## src/rtl/uc_multiciclo_if.sv

```systemverilog
// Bundle of the signals exchanged between the multi-cycle control unit and
// its datapath: instruction fields, flags, memory handshake and all controls.
interface uc_multiciclo_if #(
  parameter int INSTRET_W = 32
);
  logic [6:0]           op;
  logic [2:0]           f3;
  logic                 f7b5;
  logic                 zero;
  logic                 mem_ready;
  logic                 mem_req;
  logic                 PCWrite;
  logic                 AdrSrc;
  logic                 IRWrite;
  logic                 MemWrite;
  logic                 RegWrite;
  logic [1:0]           ResultSrc;
  logic [1:0]           ALUSrcA;
  logic [1:0]           ALUSrcB;
  logic [1:0]           ImmSrc;
  logic [2:0]           ALUControl;
  logic                 illegal_op;
  logic [3:0]           state;
  logic [INSTRET_W-1:0] instret;

  // Control unit side: consumes instruction fields and flags, drives controls
  modport master (
    input  op, f3, f7b5, zero, mem_ready,
    output mem_req, PCWrite, AdrSrc, IRWrite, MemWrite, RegWrite,
           ResultSrc, ALUSrcA, ALUSrcB, ImmSrc, ALUControl,
           illegal_op, state, instret
  );

  // Datapath side: the mirror image of the control unit
  modport slave (
    output op, f3, f7b5, zero, mem_ready,
    input  mem_req, PCWrite, AdrSrc, IRWrite, MemWrite, RegWrite,
           ResultSrc, ALUSrcA, ALUSrcB, ImmSrc, ALUControl,
           illegal_op, state, instret
  );
endinterface

```

## src/rtl/uc_multiciclo.sv

```systemverilog
// Multi-cycle RV32I control unit: sequences fetch/decode/execute/memory/
// writeback over a shared memory port and counts retired instructions.
// All controls are combinational from the current state and the inputs.
module uc_multiciclo #(
  parameter int INSTRET_W = 32
) (
  input  logic           clk,
  input  logic           rst_n,
  uc_multiciclo_if.master bus
);

  typedef enum logic [3:0] {
    FETCH    = 4'd0,
    DECODE   = 4'd1,
    MEMADR   = 4'd2,
    MEMREAD  = 4'd3,
    MEMWB    = 4'd4,
    MEMWRITE = 4'd5,
    EXECR    = 4'd6,
    EXECI    = 4'd7,
    ALUWB    = 4'd8,
    BRANCH   = 4'd9,
    JAL      = 4'd10
  } state_t;

  localparam logic [6:0] OP_LW     = 7'b0000011;
  localparam logic [6:0] OP_SW     = 7'b0100011;
  localparam logic [6:0] OP_R      = 7'b0110011;
  localparam logic [6:0] OP_I      = 7'b0010011;
  localparam logic [6:0] OP_BRANCH = 7'b1100011;
  localparam logic [6:0] OP_JAL    = 7'b1101111;

  localparam logic [2:0] ALU_ADD = 3'b000;
  localparam logic [2:0] ALU_SUB = 3'b001;
  localparam logic [2:0] ALU_AND = 3'b010;
  localparam logic [2:0] ALU_OR  = 3'b011;
  localparam logic [2:0] ALU_XOR = 3'b100;
  localparam logic [2:0] ALU_SLT = 3'b101;

  state_t               r_state;
  state_t               w_next;
  logic [INSTRET_W-1:0] r_instret;
  logic [2:0]           w_aluDec;
  logic                 w_branchTaken;
  logic                 w_retire;

  // ALU operation for register and immediate arithmetic, chosen by funct3
  always_comb begin
    w_aluDec = ALU_ADD;
    case (bus.f3)
      3'b000:  w_aluDec = (bus.op[5] && bus.f7b5) ? ALU_SUB : ALU_ADD;
      3'b010:  w_aluDec = ALU_SLT;
      3'b100:  w_aluDec = ALU_XOR;
      3'b110:  w_aluDec = ALU_OR;
      3'b111:  w_aluDec = ALU_AND;
      default: w_aluDec = ALU_ADD;
    endcase
  end

  // Immediate format depends only on the opcode, whatever the state
  always_comb begin
    bus.ImmSrc = 2'b00;
    case (bus.op)
      OP_SW:     bus.ImmSrc = 2'b01;
      OP_BRANCH: bus.ImmSrc = 2'b10;
      OP_JAL:    bus.ImmSrc = 2'b11;
      default:   bus.ImmSrc = 2'b00;
    endcase
  end

  assign w_branchTaken = ((bus.f3 == 3'b000) &&  bus.zero) ||
                         ((bus.f3 == 3'b001) && !bus.zero);

  // Next-state and control decode; reset forces the idle FETCH controls
  always_comb begin
    w_next         = r_state;
    bus.mem_req    = 1'b0;
    bus.PCWrite    = 1'b0;
    bus.AdrSrc     = 1'b0;
    bus.IRWrite    = 1'b0;
    bus.MemWrite   = 1'b0;
    bus.RegWrite   = 1'b0;
    bus.ResultSrc  = 2'b00;
    bus.ALUSrcA    = 2'b00;
    bus.ALUSrcB    = 2'b00;
    bus.ALUControl = ALU_ADD;
    bus.illegal_op = 1'b0;
    if (!rst_n) begin
      w_next        = FETCH;
      bus.ALUSrcB   = 2'b10;
      bus.ResultSrc = 2'b10;
    end else begin
      case (r_state)
        FETCH: begin
          bus.mem_req   = 1'b1;
          bus.ALUSrcB   = 2'b10;
          bus.ResultSrc = 2'b10;
          if (bus.mem_ready) begin
            bus.IRWrite = 1'b1;
            bus.PCWrite = 1'b1;
            w_next      = DECODE;
          end
        end
        DECODE: begin
          bus.ALUSrcA = 2'b01;
          bus.ALUSrcB = 2'b01;
          case (bus.op)
            OP_LW, OP_SW: w_next = MEMADR;
            OP_R:         w_next = EXECR;
            OP_I:         w_next = EXECI;
            OP_BRANCH:    w_next = BRANCH;
            OP_JAL:       w_next = JAL;
            default: begin
              bus.illegal_op = 1'b1;
              w_next         = FETCH;
            end
          endcase
        end
        MEMADR: begin
          bus.ALUSrcA = 2'b10;
          bus.ALUSrcB = 2'b01;
          w_next      = (bus.op == OP_SW) ? MEMWRITE : MEMREAD;
        end
        MEMREAD: begin
          bus.mem_req = 1'b1;
          bus.AdrSrc  = 1'b1;
          if (bus.mem_ready) w_next = MEMWB;
        end
        MEMWB: begin
          bus.ResultSrc = 2'b01;
          bus.RegWrite  = 1'b1;
          w_next        = FETCH;
        end
        MEMWRITE: begin
          bus.mem_req  = 1'b1;
          bus.MemWrite = 1'b1;
          bus.AdrSrc   = 1'b1;
          if (bus.mem_ready) w_next = FETCH;
        end
        EXECR: begin
          bus.ALUSrcA    = 2'b10;
          bus.ALUControl = w_aluDec;
          w_next         = ALUWB;
        end
        EXECI: begin
          bus.ALUSrcA    = 2'b10;
          bus.ALUSrcB    = 2'b01;
          bus.ALUControl = w_aluDec;
          w_next         = ALUWB;
        end
        ALUWB: begin
          bus.RegWrite = 1'b1;
          w_next       = FETCH;
        end
        BRANCH: begin
          bus.ALUSrcA    = 2'b10;
          bus.ALUControl = ALU_SUB;
          bus.PCWrite    = w_branchTaken;
          w_next         = FETCH;
        end
        JAL: begin
          bus.ALUSrcA = 2'b01;
          bus.ALUSrcB = 2'b10;
          bus.PCWrite = 1'b1;
          w_next      = ALUWB;
        end
        default: w_next = FETCH;
      endcase
    end
  end

  // An instruction retires when its last state hands control back to FETCH
  assign w_retire = (w_next == FETCH) &&
                    ((r_state == MEMWB) || (r_state == MEMWRITE) ||
                     (r_state == ALUWB) || (r_state == BRANCH));

  // State register and retired-instruction counter
  always_ff @(posedge clk) begin
    if (!rst_n) begin
      r_state   <= FETCH;
      r_instret <= '0;
    end else begin
      r_state <= w_next;
      if (w_retire) r_instret <= r_instret + 1'b1;
    end
  end

  assign bus.state   = r_state;
  assign bus.instret = r_instret;

endmodule

```

## src/flat_wrapper.sv

```systemverilog
// flat-port wrapper written by rule: the top's interface ports become plain ports
module uc_multiciclo_flat 
#(
  parameter int INSTRET_W = 32
)
  (clk, rst_n, bus_op, bus_f3, bus_f7b5, bus_zero, bus_mem_ready, bus_mem_req, bus_PCWrite, bus_AdrSrc, bus_IRWrite, bus_MemWrite, bus_RegWrite, bus_ResultSrc, bus_ALUSrcA, bus_ALUSrcB, bus_ImmSrc, bus_ALUControl, bus_illegal_op, bus_state, bus_instret);
  uc_multiciclo_if #(.INSTRET_W(INSTRET_W)) bus_i ();
  input  logic clk;
  input  logic rst_n;
  input wire logic [$bits(bus_i.op)-1:0] bus_op;
  input wire logic [$bits(bus_i.f3)-1:0] bus_f3;
  input wire logic [$bits(bus_i.f7b5)-1:0] bus_f7b5;
  input wire logic [$bits(bus_i.zero)-1:0] bus_zero;
  input wire logic [$bits(bus_i.mem_ready)-1:0] bus_mem_ready;
  output wire logic [$bits(bus_i.mem_req)-1:0] bus_mem_req;
  output wire logic [$bits(bus_i.PCWrite)-1:0] bus_PCWrite;
  output wire logic [$bits(bus_i.AdrSrc)-1:0] bus_AdrSrc;
  output wire logic [$bits(bus_i.IRWrite)-1:0] bus_IRWrite;
  output wire logic [$bits(bus_i.MemWrite)-1:0] bus_MemWrite;
  output wire logic [$bits(bus_i.RegWrite)-1:0] bus_RegWrite;
  output wire logic [$bits(bus_i.ResultSrc)-1:0] bus_ResultSrc;
  output wire logic [$bits(bus_i.ALUSrcA)-1:0] bus_ALUSrcA;
  output wire logic [$bits(bus_i.ALUSrcB)-1:0] bus_ALUSrcB;
  output wire logic [$bits(bus_i.ImmSrc)-1:0] bus_ImmSrc;
  output wire logic [$bits(bus_i.ALUControl)-1:0] bus_ALUControl;
  output wire logic [$bits(bus_i.illegal_op)-1:0] bus_illegal_op;
  output wire logic [$bits(bus_i.state)-1:0] bus_state;
  output wire logic [$bits(bus_i.instret)-1:0] bus_instret;
  assign bus_i.op = bus_op;
  assign bus_i.f3 = bus_f3;
  assign bus_i.f7b5 = bus_f7b5;
  assign bus_i.zero = bus_zero;
  assign bus_i.mem_ready = bus_mem_ready;
  assign bus_mem_req = bus_i.mem_req;
  assign bus_PCWrite = bus_i.PCWrite;
  assign bus_AdrSrc = bus_i.AdrSrc;
  assign bus_IRWrite = bus_i.IRWrite;
  assign bus_MemWrite = bus_i.MemWrite;
  assign bus_RegWrite = bus_i.RegWrite;
  assign bus_ResultSrc = bus_i.ResultSrc;
  assign bus_ALUSrcA = bus_i.ALUSrcA;
  assign bus_ALUSrcB = bus_i.ALUSrcB;
  assign bus_ImmSrc = bus_i.ImmSrc;
  assign bus_ALUControl = bus_i.ALUControl;
  assign bus_illegal_op = bus_i.illegal_op;
  assign bus_state = bus_i.state;
  assign bus_instret = bus_i.instret;
  uc_multiciclo #(.INSTRET_W(INSTRET_W)) u_core (.clk(clk), .rst_n(rst_n), .bus(bus_i));
endmodule
```

## config.mk

```make
export PLATFORM = sky130hd
export DESIGN_NAME = uc_multiciclo_flat
export DESIGN_NICKNAME = d
export VERILOG_FILES = /design/src/rtl/uc_multiciclo_if.sv /design/src/rtl/uc_multiciclo.sv /design/src/flat_wrapper.sv
export SDC_FILE = /design/constraint.sdc
export NUM_CORES = 1
export LEC_CHECK = 0
export ABC_AREA = 1
export CAP_MARGIN = 25
export CORE_AREA = 2 2 73 75
export DETAILED_ROUTE_END_ITERATION = 12
export DIE_AREA = 0 0 75 77
export PLACE_DENSITY_LB_ADDON = 0.1
export REMOVE_ABC_BUFFERS = 1
export SYNTH_ARGS = -nofsm -noshare
export SYNTH_HDL_FRONTEND = slang
export SYNTH_SLANG_ARGS = --single-unit
export TNS_END_PERCENT = 5
```

## constraint.sdc

```tcl
create_clock -name clk -period 2 [get_ports clk]
set_clock_uncertainty 0.15 [all_clocks]
set_input_delay 0.4 -clock clk [delete_from_list [all_inputs] [get_ports clk]]
set_output_delay 0.4 -clock clk [all_outputs]
set_load 0.05 [all_outputs]
```

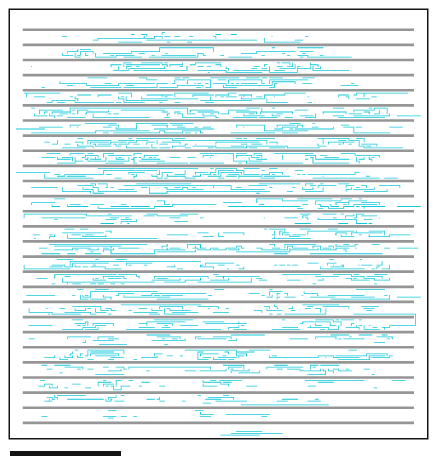
*Met1 routing, run 1*
Bar = 20 um. Supply wires on this layer in gray.
share of all routed wire: 41%
longest straight run: 23.5 um
met1 GRT Util: 0.3344
total number of vias: 2979
aggregate routed wire length: 7563 um

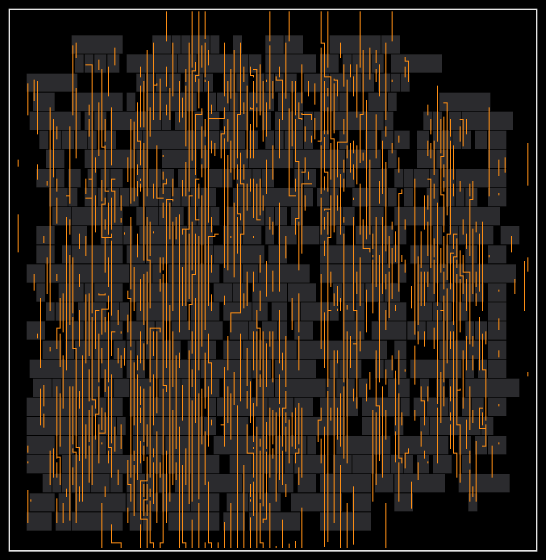
*Metal 2, run 1*
wire length on this layer: 3900 um
nets with wire on the layer: 443
share of all routed wire: 52%
main direction: vertical
met2 usage in global routing: 0.3956

==> notes.md, run 1 <==
This note records the results obtained with Yosys and OpenROAD.

Run status
The run finished, with violations left. The final reports fail on negative setup slack.

Global route
The number of global-route vias before repair is 2548. The initial antenna violation count is 0. The final global-route overflow total is 0.

Die
The row count is 26. According to the floorplan report, the total die area is 5775 um^2. The initial utilization of the core area, before any placement, comes to 0.4686. The chip height is 77 um. Pin placement for this block handled 69 I/O pins. The placeable core region is 4977 um^2.

Synth
In the Yosys stats the netlist draws on 25 distinct library cells. The largest combinational cell category by area is simple AND/OR/NAND/NOR gates. The commonest cells after synthesis are sky130_fd_sc_hd__nand2_1, sky130_fd_sc_hd__nor2_1, sky130_fd_sc_hd__nand3_1. Of the post-synthesis cell area, the part taken by muxes is 0.

Per the Yosys statistics, synthesis produced 401 cells. The most numerous cell in the Yosys netlist is sky130_fd_sc_hd__nand2_1. The number of instances in the synthesized netlist is 401. Post-synth the commonest register cell is sky130_fd_sc_hd__dfxtp_1. The number of enable flip-flop cells is 0. Of the post-synthesis cell area, the dominant cell type holds 0.3090. The share of synthesized cell area in and-or and or-and compound cells is 0.09925. The synthesis warning total is 0. The cell-mix breakdown from Yosys lists the XOR/XNOR area share as 0.003755. Each instance of the synthesized netlist takes up on average 5.816 um^2. The cell-mix breakdown from Yosys lists the adder-cell area share as 0.005365.

CTS
TritonCTS built the clock tree. Looking at the clock tree report, the H-tree level count equals 2. The sink count of the clock tree is 36.

The clock buffer count from CTS is 5.

Worst setup path
Walking the worst path, the cells encountered are nor2_4, nand3_2, nand2_2, inv_2, a21oi_4, buf_12. Per the timing report, the most critical flop-to-flop path finishes at u_core.bus.instret[4]. The number of buffers and inverters on the critical path is 2. STA classifies the critical path endpoint as an output pin. STA classifies the critical path startpoint as a flop. The required time of the critical path is 1450 ps. In this run the worst path has a maximum fanout of 5. Logic depth along the worst register-to-register path is recorded as 12.

The peak per-stage delay on the critical path is 380 ps. The critical path's top delay family is simple AND/OR/NAND/NOR gates. The cell with the largest stage delay on the worst path is sky130_fd_sc_hd__dfxtp_4.

Timing
Of the available clock period, the critical path in the final layout requires 1.039. Hold is met by 367.4 ps. The number of hold-slack violations in the final timing report is 0. For the pin with the worst max-slew slack, the measured transition is 262.5 ps. The setup TNS after final layout is -344.7 ps. Setup repair after global routing could not meet its margin everywhere. The setup violation total in the final timing report is 7. The clock period minus final worst setup slack is 2077 ps. Across all setup checks in the final design, the least slack found is -77.00 ps. The headroom to the max-slew limit is 0.8244.

Finish
The combinational share of cell area is 0.4238. Excluding fillers, the count of instances in the completed layout stands at 578. Per the layout area report, the sequential fraction of cell area is 0.1899. The number of flip-flops under the largest register name is 32. The share of post-route cells with drive strength above 1 is 0.3819.

From synthesis to final layout, the design area changed by 66.95%. The layout buffer count excluding clock buffers is 111. In the layout the commonest cells are sky130_fd_sc_hd__nand2_1, sky130_fd_sc_hd__buf_4, sky130_fd_sc_hd__nor2_1. The register cell area after layout is 739.5 um^2. The clock-cell share of area is 0.01992. The number of antenna cells inserted is 0. The count of clock-net buffers in the final layout is 6.

According to the finish report, the design has a final net count of 524. The flop count is 36. The cell class ranked first by area is multi-input combinational cells. The most frequent logic cell in the layout is sky130_fd_sc_hd__nand2_1.

Power and ir drop
The power dissipated in combinational cells is 0.394 mW. The highest supply drop recorded on VDD is 0.3317 mV. The cell area power density is 415.6 nW/um^2.

After layout, the design draws a total of 1.618 mW. For the clock group, total power comes out at 0.501 mW. The power report attributes to the combinational group a share of 0.244.

Per report_power, the top consumer among the power groups is sequential cells. The net switching power of the design is 0.4993 mW.

Place
The number of cells after detailed placement is 563. At the end of routability-driven placement, the weighted congestion stood at 0.8498.

Hold path
The path type of the worst min-delay path is reg -> reg. The hold path startpoint is u_core.bus.instret[1]. The worst-case hold path end point is u_core.bus.instret[1].

Drt
The number of design rule violations left after detail routing is 0. The DRC violation total after the first TritonRoute iteration is 126. The average vias per placed instance is 5.154. The iteration count of the initial detailed-routing pass is 4. The script logs the mean routed wire length per placed instance as 13.08 um. Per the post-route antenna check, the number of violating nets is 0.
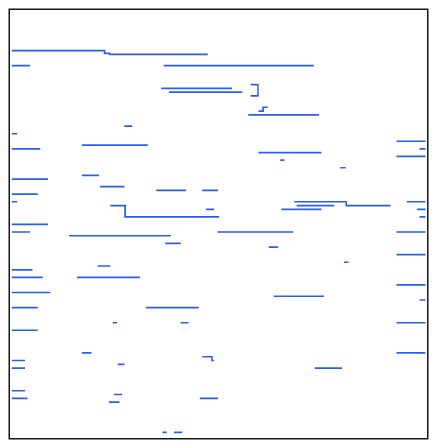
*Metal 3, run 1*
wire length on this layer: 386 um
longest straight run: 26.7 um
main direction: horizontal
share of all routed wire: 5.1%
met3 usage in global routing: 0.04468

==> run 1: metrics by stage <==
stage	utilization	instance area [um^2]	setup slack, ps
4_1_cts	0.7343	3655	-42.15
3_3_place_gp	0.6860	3415	-431.9
6_report	0.7823	3894	-77.00
2_1_floorplan	-	2268	-2054
5_1_grt	0.7823	3894	-130.7
3_5_place_dp	0.6860	3415	-428.0
==> run 1: repair_timing <==
| item | CTS | global route |
|---|---|---|
| endpoints found under the setup margin | 48 | 50 |
| pin swaps | 15 | 19 |
| setup buffers | 2 | 5 |
| resized | 70 | 55 |
| gates cloned | 0 | 1 |
==> run 1: metal layers <==
layer  share of wire  vias up  track usage
met5               0        -            0
met4           0.026        0      0.08393
met3           0.051       18      0.04468
met2            0.52      102       0.3956
met1            0.41     1363       0.3344
li1                -     1496            -
--- run 2 (diff from run 1) ---
CORE_AREA = 10 10 81 83   (was 2 2 73 75)
DIE_AREA = 0 0 91 93   (was 0 0 75 77)
REMOVE_ABC_BUFFERS = unset   (was 1)
==> run 2 against run 1 <==
Compared with the run above: the flow still finishes with violations (negative setup slack); cell area shrank 0.71%; clock-buffer cell count is the same; non-clock buffer count shrank 6; global-route usage shrank 7.1 points; register-to-register slack lost 40 ps; power is 8.8% higher; wire length is 8.9% higher; largest power group unchanged; flip-flop count unchanged; cell count is 0.87% lower; setup slack worse by 9.3 ps; highest routed layer unchanged; sequential share of layout area rose by 0.17 points.
==> notes.md, run 2 <==
This note records the results obtained with Yosys and OpenROAD.

Synth
The tally of unique sky130hd cells used after synthesis was 25 (unchanged). The primary flip-flop cell chosen by synthesis mapping is sky130_fd_sc_hd__dfxtp_1. The mean instance size in the synthesized netlist is 5.816 um^2 (unchanged). The cell count listed in synth_stat.txt came to 401 (unchanged). The number of instances in the synthesized netlist was 401 (unchanged). The most numerous cell in the Yosys netlist is sky130_fd_sc_hd__nand2_1.

Sorting the synthesized cells by how often they occur yields sky130_fd_sc_hd__nand2_1, sky130_fd_sc_hd__nor2_1, sky130_fd_sc_hd__nand3_1. The portion of synthesized cell area occupied by the leading cell type is 0.3090 (unchanged). The synthesis warning total is 0 (unchanged).

Worst setup path
The critical path's top delay family is buffers and inverters. The number of buffers and inverters on the critical path is 5 (+3). The number of cells traversed by the worst register-to-register path is 11 (-1).

For reference, the critical path cell chain is inv_2, nand2_2, buf_6, nor2_4, buf_4, o31ai_4, inv_2, buf_12. Among all stages on the critical path, the largest delay is contributed by sky130_fd_sc_hd__dfxtp_4. The maximum fanout along the worst path is 4 (-1). The endpoint of the most critical register-to-register path is u_core.bus.instret[19].

The element type at the critical path end is an output pin.

Die
The placeable core region is 5010 um^2 (+0.65%). The row count is 26 (unchanged). The area of the die is 8463 um^2 (+47%). The chip height is 93 um (+21%).

Global route
The final global-route overflow total is 0 (unchanged). The number of global-route vias before repair was 2831 (+11%). The most congested layer reported by global routing is met2. The initial antenna violation count was 0 (unchanged). The met3 track demand over resource is 0.04956 (+0.004882).

Drt
The highest metal layer carrying signal wires in the routed design is met4. The wire length reported by the detailed router came to 8238 um (+8.9%). The total length of routed met2 wires was 4375 um (+12%).

The number of nets with antenna violations after routing is 0 (unchanged). The average vias per placed instance was 5.272 (+2.3%). The total number of vias is 3021 (+1.4%). The met3 wire length came to 502 um (+30%). The iteration count of the initial detailed-routing pass is 5 (+1). The number of design rule violations left after detail routing is 0 (unchanged). The met1 wire length is 3191 um (+3.6%). The routed wirelength normalized by instance count came to 14.38 um (+9.9%).

Finish
The flop share of the area came to 0.1916 (+0.001675). The combinational share of cell area is 0.4230 (-0.0008654). The register cell area after layout is 740.7 um^2 (+0.17%). The number of flip-flops under the largest register name came to 32 (unchanged).

In the layout the commonest cells are sky130_fd_sc_hd__nand2_1, sky130_fd_sc_hd__buf_4, sky130_fd_sc_hd__nor2_1. The count of clock-net buffers in the final layout was 6 (unchanged). The final standard cell utilization of the core is 0.7717 (-0.01058). The clock-cell share of area came to 0.02783 (+0.007909). The flop count came to 36 (unchanged).

The layout buffer count excluding clock buffers came to 105 (-5.4%). The number of antenna cells inserted is 0 (unchanged). The final net count was 518 (-1.1%). The share of post-route cells with drive strength above 1 is 0.3499 (-0.03199).

The cell class ranked first by area is multi-input combinational cells.

Timing
Setup repair after global routing could not meet its margin everywhere. The clock period minus final worst setup slack was 2086 ps (+9.277 ps). The setup violation total in the final timing report is 8 (+1).

The share of the clock period used by the worst path is 1.043 (+0.004638). The worst setup slack after layout is -86.28 ps (-9.276 ps). The number of hold-slack violations in the final timing report came to 0 (unchanged). The measured slew at the worst slew-check pin came to 318.6 ps (+56.17 ps). The headroom to the max-slew limit is 0.7876 (-0.03680).

Power and ir drop
Ranked by power, first place goes to sequential cells. The power dissipated in combinational cells was 0.382 mW (-3%). The portion of total power attributed to combinational logic came to 0.217 (-0.027). The worst-case vdd ir drop came to 0.3500 mV (+5.5%). The power drawn by the clock network is 0.654 mW (+31%).

The cell area power density came to 455.4 nW/um^2 (+9.6%). The net switching power of the design is 0.5192 mW (+4.0%).

Place
The number of cells after detailed placement is 555 (-1.4%). The final estimated routing congestion in global placement is 0.9442 (+11%).

CTS
The number of resized instances in the post-cts repair step is 53 (-24%). The H-tree depth is 2 (unchanged). The clock buffer count from CTS is 5 (unchanged). The buffer count from post-CTS setup fixing is 7 (+5).

The CTS tree is yes. The sink count of the clock tree is 36 (unchanged).

Run status
The final reports fail on negative setup slack. The run finished, with violations left.

Hold path
The hold path startpoint is u_core.bus.instret[31]. The path type of the worst min-delay path is reg -> reg. In the hold report, the worst path ends at u_core.bus.instret[31].
[run 2: cell counts after synthesis]
Identical to the previous run, type by type.
[run 2: through the flow]
stage	hold slack [ps]	total power, mW	setup WS, ps	cell area (um^2)	TNS, ps
floorplan	382.0	0.9412	-115.0	2436	-3722
global placement	341.2	1.075	-401.8	3447	-13540
detailed placement	356.1	1.081	-464.8	3447	-15400
CTS	373.7	1.731	-50.42	3705	-308.2
global route	400.2	1.813	-124.0	3866	-2149
finish	371.4	1.761	-86.28	3866	-363.8
[run 2: cell families after synthesis]
logic type / Yosys count / synth area share
compound gates: 44 / 0.09925
xor+xnor: 1 / 0.003756
fa+ha+maj: 1 / 0.005364
buf+inv: 66 / 0.1159
flops: 36 / 0.3090
simple gates: 253 / 0.4667
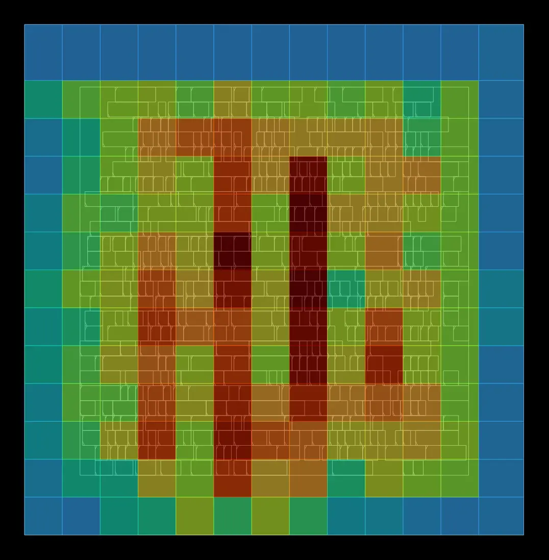
*Congestion heat map, run 2*
met1 GRT Util: 0.1869
met2 usage in global routing: 0.3276
aggregate global-route resource usage: 0.1783

--- run 3 (diff from run 2) ---
==> constraint.sdc (replaced) <==
create_clock -name clk -period 2 [get_ports clk]
set_clock_uncertainty 0.15 [all_clocks]
set_input_delay 0.6 -clock clk [delete_from_list [all_inputs] [get_ports clk]]
set_output_delay 0.6 -clock clk [all_outputs]
set_load 0.05 [all_outputs]
==> run 3 against run 2 <==
Compared with the run above: the run still ends with negative setup slack left; via count is 24% higher; non-clock buffer count increased by 20; clock-buffer cell count down 1; cell count is 3.5% higher; fmax down 17%; core utilization up 15 points; worst hold slack better by 34 ps; clock power is 9.9% higher; global-route usage is 6.7 points higher; critical endpoint is now bus_mem_req.
==> notes.md, run 3 <==
This note records the results obtained with Yosys and OpenROAD.

Finish
The most frequent logic cell in the layout is sky130_fd_sc_hd__nand2_1. The register cell area after layout was 735.7 um^2 (-0.68%). The number of flip-flops under the largest register name came to 32 (unchanged). By instance count after routing, the leading logic cell types are sky130_fd_sc_hd__nand2_1, sky130_fd_sc_hd__nor2_1, sky130_fd_sc_hd__buf_12. The count of clock-net buffers in the final layout was 5 (-1). Per the layout area report, the combinational gate area comes to 1745 um^2. The clock-cell share of area is 0.02498 (-0.002852). The flop count came to 36 (unchanged). The flop share of the area is 0.1597 (-0.03193). Among all cell classes, the greatest summed area belongs to multi-input combinational cells. The final net count is 538 (+3.9%).

The share of post-route cells with drive strength above 1 was 0.4264 (+0.07649). The layout buffer count excluding clock buffers is 125 (+19%). The post-route cell area is 4608 um^2 (+19%). The combinational share of cell area is 0.3788 (-0.04421).

The number of antenna cells inserted was 0 (unchanged).

Timing
For this run, the top clock speed supported by timing is 0.3984 GHz. The measured slew at the worst slew-check pin is 483.3 ps (+164.7 ps). The share of the clock period used by the worst path came to 1.255 (+0.2119). The clock period minus final worst setup slack is 2510 ps (+423.7 ps).

The headroom to the max-slew limit is 0.6753 (-0.1123). The setup TNS after final layout came to -12740 ps (-12380 ps). The worst hold slack is 405.1 ps (+33.73 ps). The number of hold-slack violations in the final timing report is 0 (unchanged).

The setup violation total in the final timing report is 51 (+43). Setup repair after global routing could not meet its margin everywhere. The worst setup slack after layout was -510.0 ps (-423.7 ps).

Drt
The average vias per placed instance is 6.304 (+20%). The highest routed metal layer is met4. The number of design rule violations left after detail routing is 0 (unchanged). The DRC violation total after the first TritonRoute iteration is 529.

The met3 wire length is 1370 um (+170%). The iteration count of the initial detailed-routing pass came to 8 (+3). The number of nets with antenna violations after routing is 0 (unchanged). The routed wirelength normalized by instance count was 22.37 um (+56%). The wire length reported by the detailed router came to 13260 um (+61%). The total length of routed met2 wires was 6461 um (+48%). The total number of vias came to 3738 (+24%). The met1 wire length is 4276 um (+34%).

CTS
The H-tree depth is 2 (unchanged). The sink count of the clock tree was 36 (unchanged). The clock buffer count from CTS came to 5 (unchanged). The buffer count from post-CTS setup fixing is 6 (-1). TritonCTS built the clock tree. The number of resized instances in the post-cts repair step is 104 (+96%).

Synth
By count the netlist is led by sky130_fd_sc_hd__nand2_1, sky130_fd_sc_hd__nor2_1, sky130_fd_sc_hd__nand3_1. The synthesized-area fraction occupied by xor and xnor cells is 0.003755 (unchanged). The mux cell area share after synthesis is 0 (unchanged). The adder-cell area share of the yosys netlist was 0.005365 (unchanged). The mean instance size in the synthesized netlist is 5.816 um^2 (unchanged). The synthesis warning total is 0 (unchanged). The primary flip-flop cell chosen by synthesis mapping is sky130_fd_sc_hd__dfxtp_1. For reference, the top logic cell family by area is simple AND/OR/NAND/NOR gates.

The share of synthesized cell area in and-or and or-and compound cells is 0.09925 (unchanged). The portion of synthesized cell area occupied by the leading cell type is 0.3090 (unchanged). The most numerous cell in the Yosys netlist is sky130_fd_sc_hd__nand2_1. The simple logic cell fraction of the synthesized area is 0.4667 (unchanged). The number of instances in the synthesized netlist is 401 (unchanged). The tally of unique sky130hd cells used after synthesis is 25 (unchanged). The cell count listed in synth_stat.txt was 401 (unchanged).

Worst setup path
The maximum fanout along the worst path came to 4 (unchanged). The number of buffers and inverters on the critical path is 3 (-2). STA lists the endpoint of the worst register-to-register path as u_core.bus.instret[10]. STA classifies the critical path endpoint as an output pin. The worst setup path is of the reg -> out kind. The timing report attributes the biggest portion of critical-path delay to simple AND/OR/NAND/NOR gates. The critical path goes through inv_2, nor2_2, nand2_4, nand2_2, inv_1, a21oi_2, buf_12.

The number of cells traversed by the worst register-to-register path was 15 (+4).

Power and ir drop
The cell area power density came to 416.5 nW/um^2 (-8.5%). The worst-case vdd ir drop was 0.2592 mV (-26%). The total power after layout is 1.919 mW (+9.0%).

Die
The chip height came to 93 um (unchanged). The row count is 26 (unchanged). The placeable core region is 5010 um^2 (unchanged). The area of the die is 8463 um^2 (unchanged).

Global route
The first global-routing pass estimated 17080 um of wire. The final global-route overflow total is 0 (unchanged). The initial antenna violation count was 0 (unchanged). The number of global-route vias before repair is 3389 (+20%). The met1 layer usage reported by global route is 0.2434 (+0.05653).

Hold path
Note that the worst hold path type here is reg -> reg. For the worst min-delay path, the startpoint reported by OpenROAD is u_core.bus.instret[2]. The count of cells along the worst hold path is 2.

The worst-case hold path end point is u_core.bus.instret[2].

Place
The final estimated routing congestion in global placement is 0.9684 (+2.6%). The number of cells after detailed placement is 575 (+3.6%). The worst-case setup slack after placement is -849.1 ps (-384.3 ps).

The cell area reported after detailed placement is 4114 um^2 (+19%).

Run status
The final reports fail on negative setup slack. The run finished, with violations left.
## run 3: power by group
part | switching, mW | internal [mW] | total, mW
Clock | 0.343 | 0.376 | 0.719
Sequential | 0.00673 | 0.718 | 0.725
Combinational | 0.285 | 0.191 | 0.476
## run 3: worst max-delay path by stage
stage | start | to | slack (ps) | cells past startpoint
2_1_floorplan | bus_op[4] | bus_illegal_op | -310 | 6
3_3_place_gp | bus_op[4] | bus_illegal_op | -750 | 9
3_5_place_dp | bus_op[4] | u_core.bus.instret[23] | -850 | 16
4_1_cts | bus_op[4] | bus_illegal_op | -410 | 8
5_1_grt | u_core.bus.state[2] | bus_mem_req | -520 | 7
6_report | u_core.bus.state[2] | bus_mem_req | -510 | 7
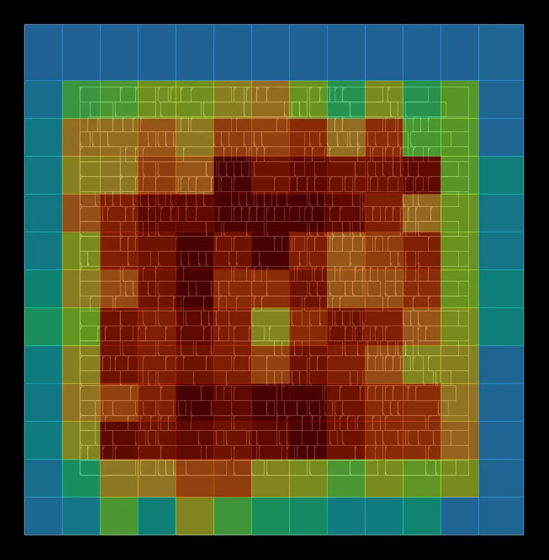
*Congestion heat map, run 3*
met2 usage in global routing: 0.4600
aggregate global-route resource usage: 0.2451
fraction of the core area covered by cells at the end of the flow: 0.9198
Top Usage Layer GRT: met2
met3 usage in global routing: 0.05995

Power and IR drop assume default switching activity.
